Fig. 1: run 1, signal wires by layer
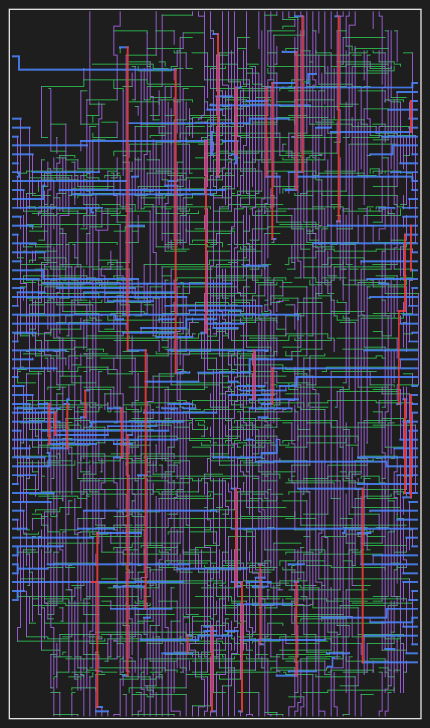
Fig. 2: run 1, routed metal per tile
13 x 22 tiles, from black (low) to pale yellow (high), scaled to the fullest tile. Values are wire area over tile area, all layers added.
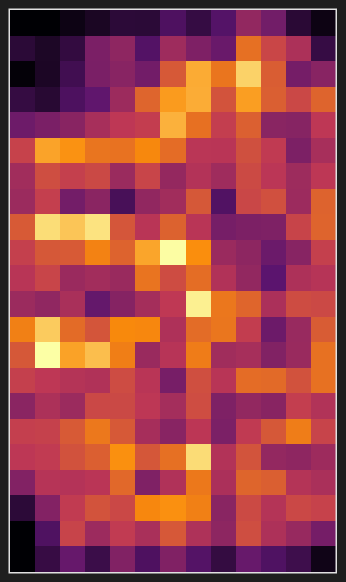
Fig. 3: run 1, placed standard cells
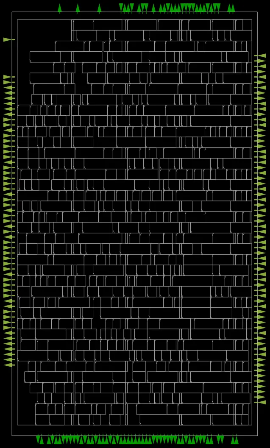
--- config.mk ---
export PLATFORM = sky130hd
export DESIGN_NAME = pc_fetch_sequencer
export DESIGN_NICKNAME = d
export VERILOG_FILES = /design/src/rtl/pc_fetch_sequencer.sv
export SDC_FILE = /design/constraint.sdc
export NUM_CORES = 1
export LEC_CHECK = 0
export CAP_MARGIN = 40
export CORE_ASPECT_RATIO = 1.75
export CORE_UTILIZATION = 66
export DETAILED_ROUTE_END_ITERATION = 6
export DONT_BUFFER_PORTS = 1
export PLACE_DENSITY = 0.84
export SYNTH_ARGS = -nofsm -noshare
export SYNTH_HDL_FRONTEND = slang
export SYNTH_SLANG_ARGS = --single-unit
--- constraint.sdc ---
create_clock -name clk_i -period 3.9 [get_ports clk_i]
set_clock_uncertainty 0.15 [all_clocks]
set_input_delay 0.78 -clock clk_i [delete_from_list [all_inputs] [get_ports clk_i]]
set_output_delay 0.78 -clock clk_i [all_outputs]
set_load 0.1 [all_outputs]
--- src/rtl/pc_fetch_sequencer.sv ---
// Program counter owner and instruction fetch sequencer: req/ack fetch,
// next-PC selection (sequential, branch, jump), stall, halt and fetch timeout.
module pc_fetch_sequencer #(
  parameter logic [31:0] RESET_PC      = 32'h0000_0000,
  parameter int unsigned FETCH_TIMEOUT = 16
) (
  input  logic        clk_i,
  input  logic        reset_i,
  input  logic        start_i,
  output logic [31:0] imem_addr_o,
  output logic        imem_req_o,
  input  logic        imem_ack_i,
  input  logic [31:0] instr_i,
  output logic [31:0] instr_out_o,
  output logic        instr_valid_o,
  input  logic        stall_i,
  input  logic        branch_taken_i,
  input  logic [31:0] branch_target_i,
  input  logic        jump_i,
  input  logic [31:0] jump_target_i,
  input  logic        halt_i,
  output logic [31:0] pc_o,
  output logic        halted_o,
  output logic        fetch_error_o
);

  localparam int unsigned CNT_W = 8;
  localparam logic [CNT_W-1:0] CNT_LAST = CNT_W'(FETCH_TIMEOUT - 1);

  typedef enum logic [2:0] {
    S_IDLE,
    S_FETCH,
    S_EXEC,
    S_HALT,
    S_ERROR
  } state_e;

  state_e           state_q, state_d;
  logic [31:0]      pc_q, pc_d;
  logic [31:0]      instr_q, instr_d;
  logic [CNT_W-1:0] cnt_q, cnt_d;

  // State register; reset wins over every input, including an ack mid-fetch
  always_ff @(posedge clk_i) begin
    if (reset_i) begin
      state_q <= S_IDLE;
      pc_q    <= RESET_PC;
      instr_q <= 32'h0;
      cnt_q   <= '0;
    end else begin
      state_q <= state_d;
      pc_q    <= pc_d;
      instr_q <= instr_d;
      cnt_q   <= cnt_d;
    end
  end

  always_comb begin
    state_d = state_q;
    pc_d    = pc_q;
    instr_d = instr_q;
    cnt_d   = cnt_q;
    unique case (state_q)
      S_IDLE: begin
        cnt_d = '0;
        if (start_i) state_d = S_FETCH;
      end
      S_FETCH: begin
        // An ack on the last counted cycle still wins over the timeout
        if (imem_ack_i) begin
          instr_d = instr_i;
          cnt_d   = '0;
          state_d = S_EXEC;
        end else if (cnt_q == CNT_LAST) begin
          state_d = S_ERROR;
        end else begin
          cnt_d = cnt_q + CNT_W'(1);
        end
      end
      S_EXEC: begin
        if (stall_i) begin
          state_d = S_EXEC;
        end else if (halt_i) begin
          state_d = S_HALT;
        end else begin
          if (jump_i)              pc_d = jump_target_i;
          else if (branch_taken_i) pc_d = branch_target_i;
          else                     pc_d = pc_q + 32'd1;
          cnt_d   = '0;
          state_d = S_FETCH;
        end
      end
      S_HALT:  state_d = S_HALT;
      S_ERROR: state_d = S_ERROR;
      default: state_d = S_IDLE;
    endcase
  end

  assign imem_addr_o   = pc_q;
  assign pc_o          = pc_q;
  assign instr_out_o   = instr_q;
  assign imem_req_o    = (state_q == S_FETCH);
  assign instr_valid_o = (state_q == S_EXEC);
  assign halted_o      = (state_q == S_HALT) || (state_q == S_ERROR);
  assign fetch_error_o = (state_q == S_ERROR);

endmodule

==> tab_implementation.tex, run 1 <==
% Table of physical implementation metrics
\begin{tabular}{lr}
\hline
Metric & Value \\
\hline
\multicolumn{2}{l}{\textbf{Synth}} \\
\quad Post-synthesis sequential area ratio & 0.3540 \\
\quad Average footprint of a synthesized cell & 7.726 um\^{}2 \\
\quad Fraction of synthesized area in multiplexers & 0.02124 \\
\quad Total cell area reported by yosys after synthesis & 4242 um\^{}2 \\
\quad Count of synthesis-stage warnings from yosys & 0 \\
\quad Cell area leaders & dfxtp\_1 (35\%), nand2\_1 (8.3\%), a21oi\_1 (8.1\%) \\
\quad Share of async-settable or async-resettable flops after synthesis & 0 \\
\quad Simple-Gate Fraction of Synth Area & 0.2378 \\
\quad Summed instance area of the synthesized netlist & 4242 um\^{}2 \\
\quad Cell taking the most area after synthesis & dfxtp\_1 \\
\quad Most common reg cell & dfxtp\_1 \\
\multicolumn{2}{l}{\textbf{Clock network}} \\
\quad Clock network latency to the later pin of the worst-skew pair & 360 ps \\
\quad Clock tree from TritonCTS & done \\
\quad Buffer type at the clock tree root & clkbuf\_8 \\
\quad Cts bufs inserted & 9 \\
\quad Post\_cts resized & 0 \\
\quad Clock edge transition at the registers on the reported setup and hold paths & 80 ps \\
\quad Clock sink total & 75 \\
\quad H-tree level count & 3 \\
\multicolumn{2}{l}{\textbf{Route}} \\
\quad Residual DRC count & 0 \\
\quad WL met1 & 4.624 mm \\
\quad Routed length on met2 & 7.534 mm \\
\quad Via-to-Cell Ratio & 6.938 \\
\multicolumn{2}{l}{\textbf{Timing}} \\
\quad Number of setup violations in the final report & 0 \\
\quad Slew at the pin closest to its max-slew limit & 971.0 ps \\
\quad Worst Setup Slack, final & 1041 ps \\
\quad Shortest period the worst path allows & between 2000 and 3000 ps \\
\quad Maximum achievable frequency & 0.3498 GHz \\
\multicolumn{2}{l}{\textbf{Final layout}} \\
\quad Most frequent logic cell in the layout & nand2\_1 \\
\quad Area taken by multi-input logic gates & 2354 um\^{}2 \\
\quad Count of inverters other than clock inverters in the layout & 6 \\
\quad Leading cell types in the layout, fill and taps excluded & nand2\_1 (94), a21oi\_1 (69), dfxtp\_1 (43) \\
\quad Number of inserted diodes & 0 \\
\quad Combinational gate count & approximately 400 \\
\quad Multi-input gate share of total cell area & 0.4534 \\
\quad Final \#Nets & 671 \\
\quad Bufs w/o clock & 76 \\
\multicolumn{2}{l}{\textbf{Setup path}} \\
\quad Flop-to-flop setup slack & around 1200 ps \\
\quad Arrival @ worst endpoint & 1930 ps \\
\quad R2R cell count & 6 \\
\quad Startpoint type of the worst setup path & flop \\
\quad Startpoint of the worst setup timing path & state\_q[2]\$\_SDFFE\_PP0P\_ \\
\quad Crit path to & halted\_o \\
\quad Largest fanout of any net on the critical path & 9 \\
\multicolumn{2}{l}{\textbf{Outcome}} \\
\quad Outcome & finished, final reports clean \\
\multicolumn{2}{l}{\textbf{Placed design}} \\
\quad Number of cells in the design after placement & between 600 and 700 \\
\quad Final weighted congestion in routability-driven placement & 0.9595 \\
\quad Pre-CTS setup slack & between 1000 and 1500 ps \\
\multicolumn{2}{l}{\textbf{Die}} \\
\quad Number of I/O pins & around 200 \\
\quad Floorplan Utilization & 0.6862 \\
\quad Horizontal die dimension & 62.60 um \\
\quad Die ar. & 6764 um\^{}2 \\
\multicolumn{2}{l}{\textbf{Pwr}} \\
\quad Design Power & approximately 0.0022 W \\
\multicolumn{2}{l}{\textbf{Global routing}} \\
\quad GRT overflow & 0 \\
\quad GR Layer Usage met2 & 0.7772 \\
\quad Via count of the first global-routing pass & $\sim$4500 \\
\quad Initial antenna violation count & 0 \\
\quad Met3 routing resource usage after global routing & 0.1319 \\
\multicolumn{2}{l}{\textbf{Hold path}} \\
\quad Cell depth of the worst min-delay path & 2 \\
\quad Hold Crit Endpoint & instr\_out\_o[24]\$\_SDFFE\_PP0P\_ \\
\multicolumn{2}{l}{\textbf{Job}} \\
\quad Number of warnings the tools reported & 26 \\
\hline
\end{tabular}
Notes on Fig. 1 above:
[M1] green | wire length: 4620 um
[M4] red | wire length: 583 um
[M2] purple | wire length: 7530 um
[M3] blue | wire length: 1410 um
detailed-route via count: 4510
gr usage total: 0.4174

Notes on Fig. 2 above:
tiles over half the peak: 45%
nearly empty tiles: 1.7%
mean over tiles: 0.36
emptiest ninth of the die: top left
fullest tile: 0.75
average wire per cell in the routed design: 21.78 um
drt total wl: 14.16 mm

Notes on Fig. 3 above:
register share of the cell area: 0.2969
non-filler cells in the finished layout: 650

-- run 1: where the power goes --
part | switching (W) | internal [W] | leakage (nW)
combinational | 0.000479 | 0.000182 | 1.21
sequential | 0.0000590 | 0.000808 | 0.623
clock | 0.000290 | 0.000394 | 0.113
total | 0.000828 | 0.00138 | 1.95
-- run 1: critical path: cells and delay by family, from the launching register on --
kind / cells / cell delay (ps)
AND/OR/NAND/NOR: 1 / 260
flip-flops: 1 / 570
AND-OR/OR-AND: 1 / 200
buffers and inverters: 2 / 540
-- run 1: synthesized netlist by cell type (all sizes together) (7+ instances only) --
master / number
o21ai: 26
mux2i: 9
a22oi: 7
and3: 10
a211oi: 12
nor3: 7
a21oi: 69
clkbuf: 32
nand4: 14
xor2: 10
dfxtp: 75
nand3: 14
nor2: 32
nand2: 94
buf: 39
Fig. 4: run 1, placement by cell class
The bar under the picture is 20 um long. Fill, decap, tap and diode cells in gray.
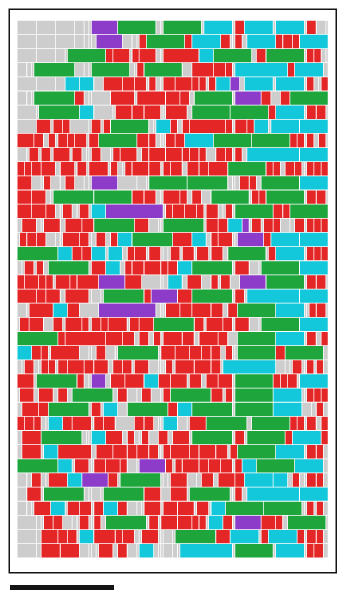

==> inputs of run 2 (changes only) <==
--- a/config.mk
+++ b/config.mk
@@ -7,10 +7,10 @@
 export LEC_CHECK = 0
 export CAP_MARGIN = 40
 export CORE_ASPECT_RATIO = 1.75
-export CORE_UTILIZATION = 66
+export CORE_UTILIZATION = 58
 export DETAILED_ROUTE_END_ITERATION = 6
 export DONT_BUFFER_PORTS = 1
-export PLACE_DENSITY = 0.84
+export PLACE_DENSITY = 0.78
 export SYNTH_ARGS = -nofsm -noshare
 export SYNTH_HDL_FRONTEND = slang
 export SYNTH_SLANG_ARGS = --single-unit
==> constraint.sdc (replaced) <==
create_clock -name clk_i -period 2.5 [get_ports clk_i]
set_clock_uncertainty 0.15 [all_clocks]
set_input_delay 0.5 -clock clk_i [delete_from_list [all_inputs] [get_ports clk_i]]
set_output_delay 0.5 -clock clk_i [all_outputs]
set_load 0.1 [all_outputs]
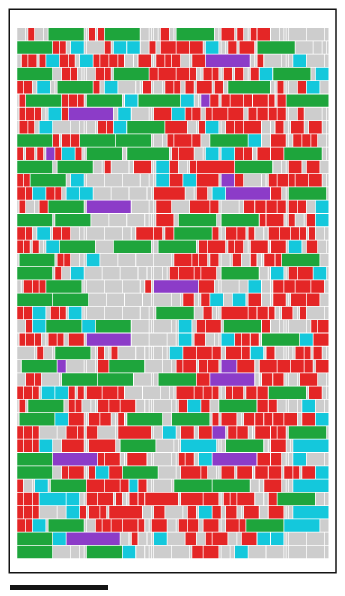
Fig. 5. Placement by cell class (run 2).
The bar under the picture is 20 um long. Fill, decap, tap and diode cells in gray.
[registers] green | cells: 75 | share of their area: 31%
[remaining logic cells] red | cells: 403 | share of their area: 48%
[clock drivers and dummy loads] purple | cells: 16 | share of their area: 6.0%
[remaining buffers and delay cells] cyan | cells: 84 | share of their area: 14%
final core utilization: 0.7248
register share of the cell area: 0.3077

==> run 2 against run 1 <==
Cell count is 1.8% higher. Area after synthesis unchanged. Die size is 13% higher. Critical path type is now flop to flop. Final area shrank 2.9%. First-iteration DRC count grew 1.0%. Worst hold slack got worse by 260 ps. Setup slack got worse by 860 ps. Clock-buffer cell count down 3. Critical path depth grew 3. Register-to-register slack got worse by 1000 ps. Core utilization fell by 12 points. Highest routed layer unchanged. Total power increased by 60%.
==> tab_implementation.tex, run 2 <==
% Table of physical implementation metrics
\begin{tabular}{lr}
\hline
Metric & Value \\
\hline
\multicolumn{2}{l}{\textbf{Placed design}} \\
\quad Placed wire-length estimate after detailed placement & 8.934 mm \\
\quad Count of input and output buffers & 0 \\
\quad Cell area after placement & 4743 um\^{}2 \\
\quad Pre-CTS setup slack & 216.6 ps \\
\quad Number of cells in the design after placement & 645 \\
\quad Final weighted congestion in routability-driven placement & 0.8914 \\
\multicolumn{2}{l}{\textbf{Clock network}} \\
\quad H-tree level count & 3 \\
\quad Hold Buf Count CTS & 0 \\
\quad Buffer type at the clock tree root & clkbuf\_16 \\
\quad Clock network latency to the later pin of the worst-skew pair & between 300 and 400 ps \\
\quad Clock edge transition at the registers on the reported setup and hold paths & 60 ps \\
\quad Cts bufs inserted & 9 \\
\quad Clock tree from TritonCTS & done \\
\quad Clock sink total & around 75 \\
\quad Post\_cts resized & 0 \\
\multicolumn{2}{l}{\textbf{Timing}} \\
\quad Worst Setup Slack, final & around 180 ps \\
\quad Number of setup violations in the final report & 0 \\
\quad Maximum achievable frequency & 0.4304 GHz \\
\quad Relative slew margins & 0.5592 \\
\quad Slew at the pin closest to its max-slew limit & 659.4 ps \\
\quad Shortest period the worst path allows & $\sim$2300 ps \\
\quad Unrepaired setup endpoints after global routing & false \\
\multicolumn{2}{l}{\textbf{Final layout}} \\
\quad Leading cell types in the layout, fill and taps excluded & nand2\_1 (93), buf\_4 (77), a21oi\_1 (69) \\
\quad Fraction of area in clock buffers and inverters & 0.05831 \\
\quad Area taken by multi-input logic gates & 2371 um\^{}2 \\
\quad Multi-input gate share of total cell area & 0.4702 \\
\quad Final \#Nets & 679 \\
\quad Register area & 1551 um\^{}2 \\
\quad Fill cell instance count of the final layout & 526 \\
\quad Number of inserted diodes & 0 \\
\quad Bufs w/o clock & 84 \\
\quad Non-filler cells in the finished layout & approximately 660 \\
\quad Number of clock buffers in the layout & 9 \\
\quad Count of inverters other than clock inverters in the layout & 6 \\
\quad Combinational gate count & between 300 and 400 \\
\quad Most frequent logic cell in the layout & nand2\_1 \\
\multicolumn{2}{l}{\textbf{Setup path}} \\
\quad Worst Setup End Kind & flop \\
\quad R2R cell count & 7 \\
\quad Cell chain of the critical path & buf\_4, nand3\_1, nor4\_2, buf\_4, nand3\_1, xor2\_1, a221oi\_1 \\
\quad Flop-to-flop setup slack & 180 ps \\
\quad Startpoint type of the worst setup path & flop \\
\quad Worst path slowest cell & buf\_4 \\
\quad Arrival @ worst endpoint & 2420 ps \\
\quad Critical path required time & 2590 ps \\
\quad Classification of the worst setup path & flop to flop \\
\quad Buf/Inv on CP & 2 \\
\quad Longest individual stage delay on the worst path & about 490 ps \\
\quad Beginning of the worst register-to-register path & imem\_addr\_o[0]\$\_SDFFE\_PP0P\_ \\
\quad Largest fanout of any net on the critical path & 14 \\
\quad Category of cells accounting for the largest share of critical-path delay & buffers and inverters \\
\multicolumn{2}{l}{\textbf{Synth}} \\
\quad Post-synthesis sequential area ratio & 0.3540 \\
\quad Dominant comb cell & AND-OR/OR-AND gates \\
\quad Most frequent cell after synthesis & nand2\_1 \\
\quad Number of enable flip-flop cells & 0 \\
\quad Synth Area in XOR/XNOR & 0.02891 \\
\quad Aoi/oai-family share of the synthesized area & 0.2549 \\
\quad Cell area leaders & dfxtp\_1 (35\%), nand2\_1 (8.3\%), a21oi\_1 (8.1\%) \\
\quad Average footprint of a synthesized cell & between 7 and 8 um\^{}2 \\
\quad Most common reg cell & dfxtp\_1 \\
\quad Simple-Gate Fraction of Synth Area & 0.2378 \\
\quad Count of synthesis-stage warnings from yosys & 0 \\
\quad Most numerous cell types in the synthesized netlist & nand2\_1 (94), dfxtp\_1 (75), a21oi\_1 (69) \\
\quad Share of async-settable or async-resettable flops after synthesis & 0 \\
\quad Total cell area reported by yosys after synthesis & 4242 um\^{}2 \\
\quad Distinct cell type count after synthesis & 61 \\
\quad Fraction of synthesized area in multiplexers & 0.02124 \\
\quad Cell taking the most area after synthesis & dfxtp\_1 \\
\quad Floorplan Nets & 655 \\
\quad Summed instance area of the synthesized netlist & 4242 um\^{}2 \\
\multicolumn{2}{l}{\textbf{Pwr}} \\
\quad Net switching power & between 0.001 and 0.0015 W \\
\quad Top power consumer group & sequential cells \\
\quad Clock network power share & 0.364 \\
\quad Clk pwr & approximately 0.0013 W \\
\quad Power in sequential cells & 0.00131 W \\
\quad Design Power & between 0.003 and 0.004 W \\
\quad Switching part of the total & 0.3700 \\
\quad Internal power consumption & approximately 0.0022 W \\
\quad Total combinational power & 0.000945 W \\
\quad Portion of total power attributed to sequential cells & 0.369 \\
\quad Gate power share & 0.266 \\
\multicolumn{2}{l}{\textbf{Die}} \\
\quad Number of tap cells added at floorplan & approximately 84 \\
\quad Number of I/O pins & 204 \\
\quad Floorplan Utilization & 0.6097 \\
\quad Die ar. & roughly 7700 um\^{}2 \\
\quad Chip Height & 115.1 um \\
\quad Horizontal die dimension & 66.65 um \\
\multicolumn{2}{l}{\textbf{Global routing}} \\
\quad Via count of the first global-routing pass & $\sim$4100 \\
\quad Initial antenna violation count & 0 \\
\quad Met3 routing resource usage after global routing & 0.1190 \\
\quad Pin count of the biggest net entering global routing & 63 \\
\quad GRT overflow & 0 \\
\quad Gr usage total & 0.3202 \\
\quad GR Layer Usage met2 & 0.5522 \\
\multicolumn{2}{l}{\textbf{Route}} \\
\quad Starting DRT DRC Count & 399 \\
\quad Total length of routed met3 wires & 1.373 mm \\
\quad Routed length on met2 & 6.528 mm \\
\quad Via-to-Cell Ratio & 6.539 \\
\quad Top routing layer used & met4 \\
\quad Count of nets left with antenna violations after detail routing & 0 \\
\quad Residual DRC count & 0 \\
\quad WL met1 & between 4 and 5 mm \\
\multicolumn{2}{l}{\textbf{Hold path}} \\
\quad Startpoint of the lowest-slack hold path & reset\_i \\
\quad Hold Crit Endpoint & instr\_out\_o[18]\$\_SDFFE\_PP0P\_ \\
\quad Cell depth of the worst min-delay path & 1 \\
\multicolumn{2}{l}{\textbf{Outcome}} \\
\quad Outcome & finished, final reports clean \\
\multicolumn{2}{l}{\textbf{Job}} \\
\quad Number of warnings the tools reported & 27 \\
\quad Maxcap violations & 0 \\
\hline
\end{tabular}
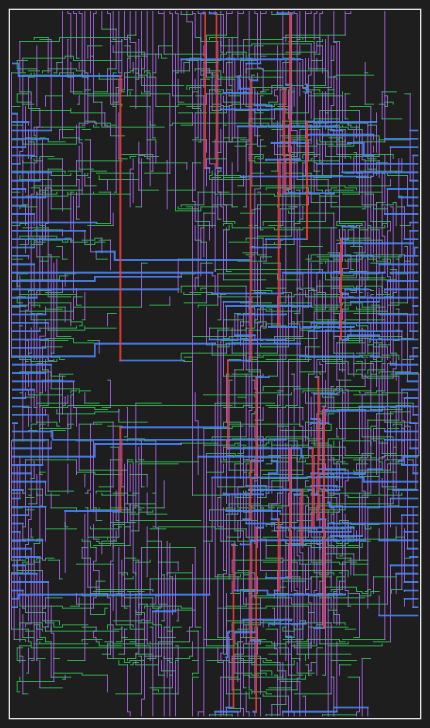
Fig. 6. Signal wires by layer (run 2).
[M1] green | wire length: 4190 um
[M2] purple | wire length: 6530 um
[M3] blue | wire length: 1370 um
[M4] red | wire length: 490 um
drt total wl: 12.59 mm
average wire per cell in the routed design: 19.01 um
detailed-route via count: 4329

## run 2: how the worst max path moves through the flow
stage / start / to / slack [ps] / depth (start not counted)
after detailed placement: imem_addr_o[0]$_SDFFE_PP0P_ / imem_addr_o[21]$_SDFFE_PP0P_ / 220 / 7
final: imem_addr_o[0]$_SDFFE_PP0P_ / imem_addr_o[25]$_SDFFE_PP0P_ / 180 / 7
after floorplan: state_q[2]$_SDFFE_PP0P_ / halted_o / -50 / 3
after CTS: state_q[0]$_SDFFE_PP0P_ / halted_o / 180 / 2
after global placement: imem_addr_o[0]$_SDFFE_PP0P_ / imem_addr_o[16]$_SDFFE_PP0P_ / 300 / 6
after global routing: imem_addr_o[0]$_SDFFE_PP0P_ / imem_addr_o[21]$_SDFFE_PP0P_ / 100 / 7
==> inputs of run 3 (changes only) <==
--- a/config.mk
+++ b/config.mk
@@ -11,6 +11,7 @@
 export DETAILED_ROUTE_END_ITERATION = 6
 export DONT_BUFFER_PORTS = 1
 export PLACE_DENSITY = 0.78
+export SKIP_LAST_GASP = 1
 export SYNTH_ARGS = -nofsm -noshare
 export SYNTH_HDL_FRONTEND = slang
 export SYNTH_SLANG_ARGS = --single-unit
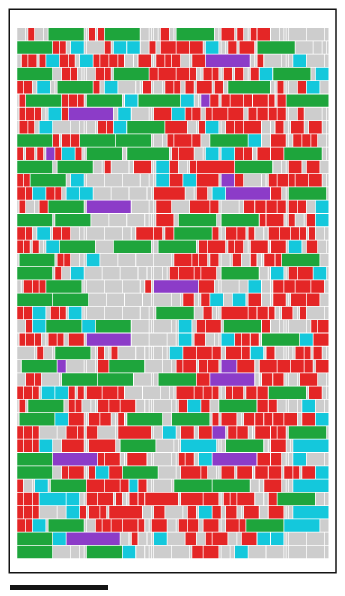
Fig. 7. Placement by cell class (run 3).
The bar under the picture is 20 um long. Fill, decap, tap and diode cells in gray.
[remaining logic cells] red | cells: 403 | share of their area: 48%
[clock drivers and dummy loads] purple | cells: 16 | share of their area: 6.0%
[remaining buffers and delay cells] cyan | cells: 84 | share of their area: 14%
[registers] green | cells: 75 | share of their area: 31%
Core ar.: 6957 um^2
total number of placement rows: 40
summed area of non-filler cells in the final layout: 5042 um^2

==> run 3 against run 2 <==
Cell count stayed put. Clock power about the same. Clock-buffer cell count did not move. Worst hold slack unchanged. Global-route usage stayed put. Register-to-register slack about the same. Core utilization unchanged. Largest cell class unchanged. Largest power group unchanged.
==> tab_implementation.tex, run 3 <==
% Table of physical implementation metrics
\begin{tabular}{lr}
\hline
Metric & Value \\
\hline
\multicolumn{2}{l}{\textbf{Pwr}} \\
\quad Total combinational power & between 0.0009 and 0.001 W \\
\quad Portion of total power attributed to sequential cells & 0.369 \\
\quad Clock network power share & 0.364 \\
\quad Internal power consumption & 0.002234 W \\
\quad Power in sequential cells & 0.00131 W \\
\quad Switching part of the total & 0.3700 \\
\quad Clk pwr & $\sim$0.0013 W \\
\quad Gate power share & 0.266 \\
\quad Net switching power & 0.001312 W \\
\quad Design Power & approximately 0.0035 W \\
\quad Top power consumer group & sequential cells \\
\multicolumn{2}{l}{\textbf{Final layout}} \\
\quad Final core utilization & 0.7248 \\
\quad Register area & 1551 um\^{}2 \\
\quad Most frequent logic cell in the layout & nand2\_1 \\
\quad Fill cell instance count of the final layout & 526 \\
\quad Number of inserted diodes & 0 \\
\quad Non-filler cells in the finished layout & 662 \\
\multicolumn{2}{l}{\textbf{Clock network}} \\
\quad Post\_cts resized & 0 \\
\quad H-tree level count & 3 \\
\quad Cts bufs inserted & 9 \\
\quad Clock sink total & $\sim$75 \\
\quad Hold Buf Count CTS & 0 \\
\multicolumn{2}{l}{\textbf{Placed design}} \\
\quad Number of cells in the design after placement & 645 \\
\quad Count of input and output buffers & 0 \\
\quad Cell area after placement & $\sim$4700 um\^{}2 \\
\quad Pre-CTS setup slack & 216.6 ps \\
\quad Final weighted congestion in routability-driven placement & approximately 0.9 \\
\quad Placed wire-length estimate after detailed placement & a little under 9 mm \\
\multicolumn{2}{l}{\textbf{Synth}} \\
\quad Summed instance area of the synthesized netlist & 4242 um\^{}2 \\
\quad Most frequent cell after synthesis & nand2\_1 \\
\quad Distinct cell type count after synthesis & 61 \\
\quad Post-synthesis sequential area ratio & 0.3540 \\
\quad Count of synthesis-stage warnings from yosys & 0 \\
\quad Total cell area reported by yosys after synthesis & roughly 4200 um\^{}2 \\
\quad Share of async-settable or async-resettable flops after synthesis & 0 \\
\multicolumn{2}{l}{\textbf{Route}} \\
\quad WL met1 & 4.194 mm \\
\quad Via-to-Cell Ratio & 6.539 \\
\quad Count of nets left with antenna violations after detail routing & 0 \\
\quad Average wire per cell in the routed design & 19.01 um \\
\quad Top routing layer used & met4 \\
\quad Starting DRT DRC Count & between 300 and 400 \\
\quad Total length of routed met3 wires & 1.373 mm \\
\quad Drt total wl & 12.59 mm \\
\quad Detailed-route via count & 4329 \\
\quad Residual DRC count & 0 \\
\multicolumn{2}{l}{\textbf{Global routing}} \\
\quad Pin count of the biggest net entering global routing & between 60 and 70 \\
\quad Gr usage total & 0.3202 \\
\quad Via count of the first global-routing pass & 4091 \\
\quad Met3 routing resource usage after global routing & 0.1190 \\
\multicolumn{2}{l}{\textbf{Setup path}} \\
\quad Largest fanout of any net on the critical path & 14 \\
\quad Buf/Inv on CP & 2 \\
\quad CP Depth & 7 \\
\quad Longest individual stage delay on the worst path & 490 ps \\
\quad Startpoint type of the worst setup path & flop \\
\quad Crit path to & imem\_addr\_o[25]\$\_SDFFE\_PP0P\_ \\
\quad Worst Setup End Kind & flop \\
\quad Flop-to-flop setup slack & 180 ps \\
\quad Classification of the worst setup path & flop to flop \\
\quad R2R cell count & 7 \\
\quad Worst path slowest cell & buf\_4 \\
\multicolumn{2}{l}{\textbf{Timing}} \\
\quad Slew at the pin closest to its max-slew limit & $\sim$660 ps \\
\quad Number of setup violations in the final report & 0 \\
\quad Relative slew margins & 0.5592 \\
\quad Shortest period the worst path allows & 2323 ps \\
\multicolumn{2}{l}{\textbf{Die}} \\
\quad Number of I/O pins & around 200 \\
\quad Chip Height & 115.1 um \\
\quad Die ar. & 7673 um\^{}2 \\
\quad Floorplan Utilization & 0.6097 \\
\multicolumn{2}{l}{\textbf{Job}} \\
\quad Maxcap violations & 0 \\
\quad Number of warnings the tools reported & 27 \\
\multicolumn{2}{l}{\textbf{Hold path}} \\
\quad Hold Crit Endpoint & instr\_out\_o[18]\$\_SDFFE\_PP0P\_ \\
\quad Cell depth of the worst min-delay path & 1 \\
\quad Startpoint of the lowest-slack hold path & reset\_i \\
\multicolumn{2}{l}{\textbf{Outcome}} \\
\quad Outcome & finished, final reports clean \\
\hline
\end{tabular}
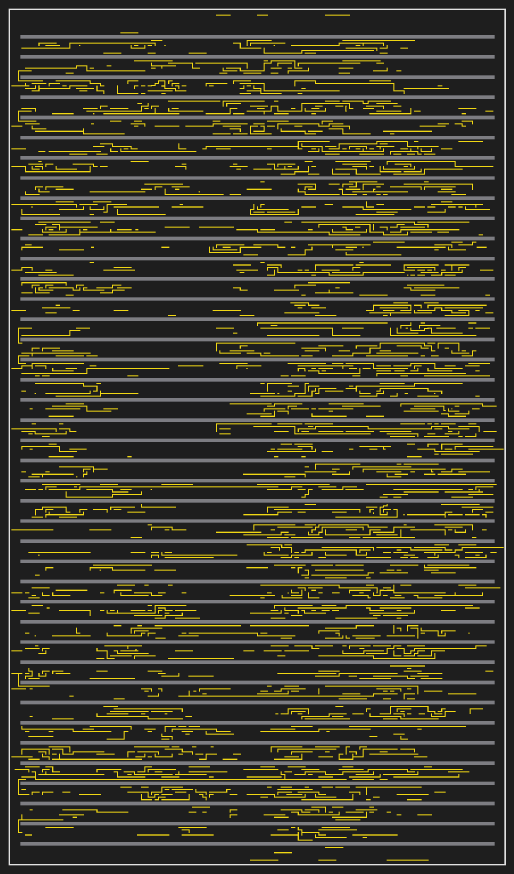
Fig. 8. Metal 1 (run 3).
Supply wires on this layer in gray.
share of all routed wire: 33%
nets with wire on the layer: 611
main direction: horizontal
longest straight run: 41.9 um
fraction of met1 tracks used by global routing: 0.3210

[run 3: cell counts in the layout (fill, tap and decap cells not counted)]
No cell type changed its count.
[run 3: cells by family (layout without fill, tap and decap cells)]
logic type / after synthesis / in the layout / share of synthesized area
and+or+nand+nor: 204 / 204 / 0.2378
AOI/OAI and AO/OA: 168 / 168 / 0.2549
buffers and inverters: 77 / 106 / 0.09734
DFF: 75 / 75 / 0.3540
xor gates and xnor gates: 14 / 14 / 0.02891
muxes: 9 / 9 / 0.02124
adders and majority gates: 2 / 2 / 0.005899
[run 3: final cells by class]
class                      instances  share of cell area
clock inverter                     7             0.01365
inverter                           6            0.004466
clock buffer                       9             0.04466
timing repair buffer              84              0.1385
multi-input combinational        397              0.4702
tap                               84             0.02084
sequential                        75              0.3077
Power and IR drop assume default switching activity.
